### config.mk
export PLATFORM = sky130hd
export DESIGN_NAME = regfile_sb
export DESIGN_NICKNAME = d
export VERILOG_FILES = /design/src/rtl/regfile_sb.sv
export SDC_FILE = /design/constraint.sdc
export NUM_CORES = 2
export LEC_CHECK = 0
export CORE_UTILIZATION = 50
export DETAILED_ROUTE_END_ITERATION = 8
export GPL_TIMING_DRIVEN = 0
export PLACE_DENSITY = 0.65
export SYNTH_ARGS = -nofsm -noshare
export SYNTH_HDL_FRONTEND = slang
export SYNTH_SLANG_ARGS = --single-unit
### constraint.sdc
create_clock -name clk -period 9.15 [get_ports clk]
set_input_delay 1.3725 -clock clk [delete_from_list [all_inputs] [get_ports clk]]
set_output_delay 1.3725 -clock clk [all_outputs]
set_load 0.05 [all_outputs]
### src/rtl/regfile_sb.sv
// Dual-write, dual-read register file with per-register busy scoreboard for the
// pipelined MIPS datapath: optional zero register and same-cycle write bypass.
module regfile_sb #(
  parameter int DATA_W   = 32,
  parameter int ADDR_W   = 5,
  parameter int ZERO_REG = 1,
  parameter int BYPASS   = 1
) (
  input  logic              clk,
  input  logic              reset,
  input  logic [ADDR_W-1:0] rd_addr1,
  input  logic [ADDR_W-1:0] rd_addr2,
  output logic [DATA_W-1:0] rd_data1,
  output logic [DATA_W-1:0] rd_data2,
  output logic              rd_busy1,
  output logic              rd_busy2,
  input  logic              wr_en0,
  input  logic [ADDR_W-1:0] wr_addr0,
  input  logic [DATA_W-1:0] wr_data0,
  input  logic              wr_en1,
  input  logic [ADDR_W-1:0] wr_addr1,
  input  logic [DATA_W-1:0] wr_data1,
  input  logic              issue_en,
  input  logic [ADDR_W-1:0] issue_addr,
  output logic              issue_stall,
  output logic [ADDR_W:0]   busy_count
);

  localparam int NREG       = 2 ** ADDR_W;
  localparam int CNT_W      = ADDR_W + 1;
  localparam bit HAS_ZERO   = (ZERO_REG != 0);
  localparam bit USE_BYPASS = (BYPASS != 0);

  logic [DATA_W-1:0] regs_reg [NREG];
  logic [NREG-1:0]   busy_reg;
  logic [NREG-1:0]   busy_next;
  logic [NREG-1:0]   clear_hit;
  logic [CNT_W-1:0]  busy_count_reg;
  logic [CNT_W-1:0]  busy_count_next;

  genvar gi;
  generate
    for (gi = 0; gi < NREG; gi++) begin : g_reg
      localparam bit IS_ZERO = HAS_ZERO && (gi == 0);
      logic hit0;
      logic hit1;
      logic set_hit;

      assign hit0          = wr_en0 && (wr_addr0 == ADDR_W'(gi));
      assign hit1          = wr_en1 && (wr_addr1 == ADDR_W'(gi));
      assign clear_hit[gi] = hit0 || hit1;
      assign set_hit       = issue_en && !issue_stall && (issue_addr == ADDR_W'(gi));

      // A newly issued producer replaces one retiring in the same cycle.
      assign busy_next[gi] = IS_ZERO        ? 1'b0 :
                             set_hit        ? 1'b1 :
                             clear_hit[gi]  ? 1'b0 : busy_reg[gi];

      // Port 0 has priority when both ports target this register.
      always_ff @(posedge clk or negedge reset) begin
        if (!reset) begin
          regs_reg[gi] <= '0;
        end else if (!IS_ZERO && hit0) begin
          regs_reg[gi] <= wr_data0;
        end else if (!IS_ZERO && hit1) begin
          regs_reg[gi] <= wr_data1;
        end
      end
    end
  endgenerate

  // WAW guard: an outstanding producer that is not retiring this cycle blocks issue.
  assign issue_stall = reset && issue_en && busy_reg[issue_addr] && !clear_hit[issue_addr];

  always_comb begin
    busy_count_next = '0;
    for (int i = 0; i < NREG; i++) begin
      busy_count_next = busy_count_next + CNT_W'(busy_next[i]);
    end
  end

  always_ff @(posedge clk or negedge reset) begin
    if (!reset) begin
      busy_reg       <= '0;
      busy_count_reg <= '0;
    end else begin
      busy_reg       <= busy_next;
      busy_count_reg <= busy_count_next;
    end
  end

  assign busy_count = busy_count_reg;

  function automatic logic [DATA_W-1:0] read_port(input logic [ADDR_W-1:0] addr);
    logic [DATA_W-1:0] value;
    value = regs_reg[addr];
    if (HAS_ZERO && (addr == '0)) begin
      value = '0;
    end else if (USE_BYPASS && wr_en0 && (wr_addr0 == addr)) begin
      value = wr_data0;
    end else if (USE_BYPASS && wr_en1 && (wr_addr1 == addr)) begin
      value = wr_data1;
    end
    return value;
  endfunction

  // Gated by reset so bypassed write data cannot leak out while reset is held.
  always_comb begin
    rd_data1 = '0;
    rd_data2 = '0;
    rd_busy1 = 1'b0;
    rd_busy2 = 1'b0;
    if (reset) begin
      rd_data1 = read_port(rd_addr1);
      rd_data2 = read_port(rd_addr2);
      rd_busy1 = busy_reg[rd_addr1] && !(USE_BYPASS && clear_hit[rd_addr1]);
      rd_busy2 = busy_reg[rd_addr2] && !(USE_BYPASS && clear_hit[rd_addr2]);
    end
  end

endmodule
layers.png
Scale bar: 100 um.
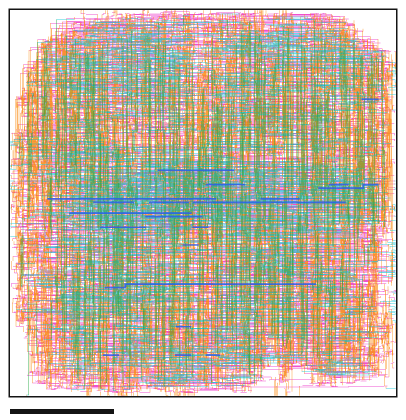
| layer | colour | wire length |
|---|---|---|
| M2 | orange | 143 mm |
| M1 | magenta | 127 mm |
| M4 | green | 36.5 mm |
| M3 | cyan | 64.3 mm |
| M5 | blue | 1110 um |
global-route total usage across every layer: 0.538
drt total wl: 371000 um
average wire per cell in the routed design: 44.0 um

ff_map.png
Scale bar: 100 um.
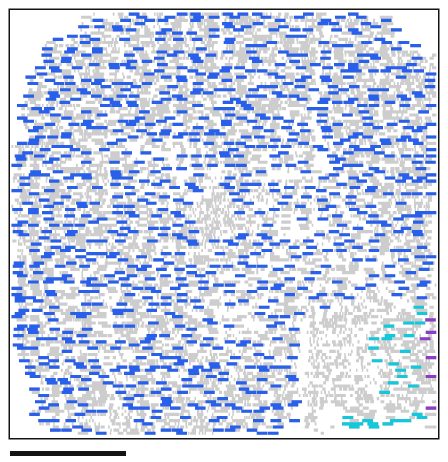
| netlist name | colour | placed flops | where |
|---|---|---|---|
| regs_reg | blue | 992 | spread over the die |
| busy_reg | cyan | 31 | bottom right |
| busy_count | purple | 6 | bottom right |
area taken by flip-flops and latches: 0.0257 mm^2
Flop+latch power: 0.00679 W
fraction of standard cell area that is sequential: 0.342
Util after Layout: 0.563

==> impl_summary.log <==
[flow] summary of implementation run
[metrics] data arrival time of the critical path: 8.29 ns
[metrics] Mux cell area share: 0.366
[metrics] routability congestion estimate from global placement: 1.06
[metrics] flop and latch count out of synthesis: 1029
[metrics] startpoint of the lowest-slack register-to-register path: busy_reg[21]$_DFF_PN0_
[metrics] detailed-routed wire length on met2: 143000 um
[metrics] outcome: complete, but fails checks
[metrics] final non-filler cell area: 0.0753 mm^2
[metrics] path category of the worst min-delay check: input port to asynchronous set/reset pin
[metrics] Congestion Overflow GR: 0
[metrics] uppermost layer routed: met5
[metrics] Internal Pwr Total: 0.0116 W
[metrics] Post-DP Area: 0.0709 mm^2
[metrics] fraction of layout instances using a drive strength above 1: 0.158
[metrics] post-CTS setup buffers: 0
[metrics] adder-cell share of the synthesized area: 0.00812
[metrics] fraction of power consumed by the clock network: 0.291
[metrics] proportion of power drawn by combinational gates: 0.330
[metrics] Logic area: 0.0384 mm^2
[metrics] area of the die: 0.136 mm^2
[metrics] fillcell total: 11.7k
[metrics] sw frac: 0.354
[metrics] Dominant cell area share: 0.381
[metrics] post-CTS sizing: 0
[metrics] final worst clock skew: 0.00688 ns
[metrics] number of enable-type register cells in the synthesized netlist: 0
[metrics] Worst slew margin: -0.179
[metrics] worst-case setup slack after placement: -1.51 ns
[metrics] Worst R2R End: busy_count[4]$_DFF_PN0_
[metrics] dpl hpwl: 250000 um
[metrics] synth top area cells: dfrtp_1 38%, mux4_2 20%, mux2i_1 15%
[metrics] post-route setup TNS: -0.906 ns
[metrics] number of cells in the design after placement: 8177
[metrics] die boundary width: 369 um
[metrics] final setup fails: 4
[metrics] violations in the final reports: design-rule violations, max-capacitance violations, max-slew violations, negative setup slack
[metrics] compound-gate portion of the synthesized area: 0.110
[metrics] Post-synth seq share: 0.381
[metrics] cell area after technology mapping: 0.0675 mm^2
[metrics] type of element capturing the critical path: output port
[metrics] root buffer cell: clkbuf_16
[metrics] iteration count of the initial detailed-routing pass: 9
[metrics] M1 wire length: 127000 um
[metrics] setup repair after global routing missed its margin: false
[metrics] number of max-capacitance violations reported: 51
[metrics] Final #Nets: 6661
[metrics] crit-path max FO: 11
[metrics] Yosys Warn Count: 32
[metrics] summed standard-cell area reported by yosys: 0.0675 mm^2
[metrics] First DRT Iteration DRCs: 12.9k
[metrics] layout-stage area growth over the synthesis result: 11.5%
[metrics] final tally of hold violations: 0
[metrics] Crit path max-delay family: buffers and inverters
[metrics] chain of cells forming the critical path: clkdlybuf4s50_1 > buf_2 > buf_2 > clkbuf_1 > nor2_1 > nand2_1 > nand2_1 > clkbuf_1 > a311oi_1 > clkdlybuf4s50_1
[metrics] WP buf/inv: 6
[metrics] number of global-route vias before repair: 60.7k
[metrics] Comb group: 0.00590 W
[metrics] clk sink count: 1029
[metrics] synth unique cells: 71
[metrics] tally of non-filler cells in the final layout: 8434
[metrics] Sw Pwr: 0.00634 W
[metrics] Critical Path Source Type: input port
[metrics] cell at the slowest stage of the critical path: a311oi_1
[metrics] I/O Pins: 167
[metrics] total met3 wirelength after detailed routing: 64300 um
[metrics] leading cell types by count after synthesis: 1037 x mux2i_1, 1029 x dfrtp_1, 819 x o21ai_0
[metrics] most common cell in the netlist: mux2i_1
[metrics] Clock group: 0.00521 W
[metrics] share of power burned in registers: 0.379
[metrics] warning total across the stage logs: 44
[metrics] wire length of the first global-routing pass: 500000 um
[metrics] Num CTS Buffers: 121
[metrics] Worst Slack Setup Final: -0.516 ns
[metrics] number of antenna violations at the first check in global routing: 24
[metrics] Hold Worst Slack: 0.498 ns
[metrics] power group with the largest share: registers
[metrics] post-synthesis cell type with the largest combined area: dfrtp_1
[metrics] dominant kind of combinational cell: multiplexers
[metrics] residual antenna-violating net count after detailed routing: 0
[metrics] clock-pin slew reported for the worst setup and hold paths after clock tree synthesis: 0.06 ns
[metrics] final count of pins violating max slew: 442
[metrics] buffer levels on the longest clock path: 3
[metrics] Floorplan Utilization: 0.505
[metrics] drc violations: 109
[metrics] setup slack on the worst flop-to-flop path: 1.77 ns
[metrics] post-synthesis async set-or-reset flop share: 1.00
[metrics] row cnt: 134
[metrics] largest voltage drop on the vdd net: 0.320 mV
congestion_map.png
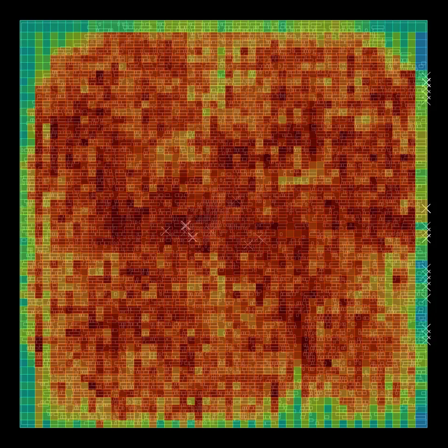
met3 demand-to-capacity share in global routing: 0.289
busiest layer in global routing: met2
global-route met2 utilization: 0.694
routing usage on met1: 0.662

## how the worst max path moves through the flow
stage / to / slack (ns) / start / depth (start not counted)
global placement: regs_reg[529]$_DFFE_PN0P_ / -43.86 / reset / 1
detailed placement: busy_count[4]$_DFF_PN0_ / -1.51 / reset / 27
floorplan: busy_count[4]$_DFF_PN0_ / 1.37 / wr_addr0[1] / 25
global route: busy_count[4]$_DFF_PN0_ / 0.02 / wr_addr1[2] / 25
finish: rd_data1[11] / -0.52 / rd_addr1[2] / 10
CTS: busy_count[4]$_DFF_PN0_ / 0.05 / wr_addr1[3] / 25
## placed cells by master, fill, tap and decap left out, types with 8 or more instances in the layout
cell type           n
nor2_1            383
clkbuf_2           23
a21oi_1           300
nand3_1            10
buf_4               9
buf_2             119
clkbuf_1          594
clkbuf_16         123
fa_1               23
o211ai_1           33
bufinv_16           8
nand2_1           804
a31oi_1            12
o21ai_0           819
a22o_1             65
a32o_1             23
a311oi_1           34
a31o_1              8
nor2b_1            14
dfrtp_1          1029
diode_2            27
mux2_2             65
buf_1              99
clkbuf_8           36
xor2_1             19
clkinv_2           21
buf_16              9
nand2b_1           49
mux2i_1          1037
clkdlybuf4s50_1    90
mux4_2            603
inv_1              28
## kinds of logic (layout without fill, tap and decap cells)
group,Yosys count,in the layout
compound gates,1334,1334
flops,1029,1029
mux,1705,1705
other cells,0,27
xor+xnor,27,27
simple gates,1341,1341
buf+inv,843,1173
fa+ha+maj,30,30
## cell type report
cell class	count	area share
Antenna cell	27	0.000898
Tap cell	1768	0.0294
Timing Repair Buffer	106	0.0175
Clock buffer	189	0.0490
Buffer	814	0.0434
Sequential cell	1029	0.342
Clock inverter	36	0.00567
Inverter	28	0.00140
Multi-Input combinational cell	4437	0.511
No activity file was given, so power comes from the tool's default toggle rates.
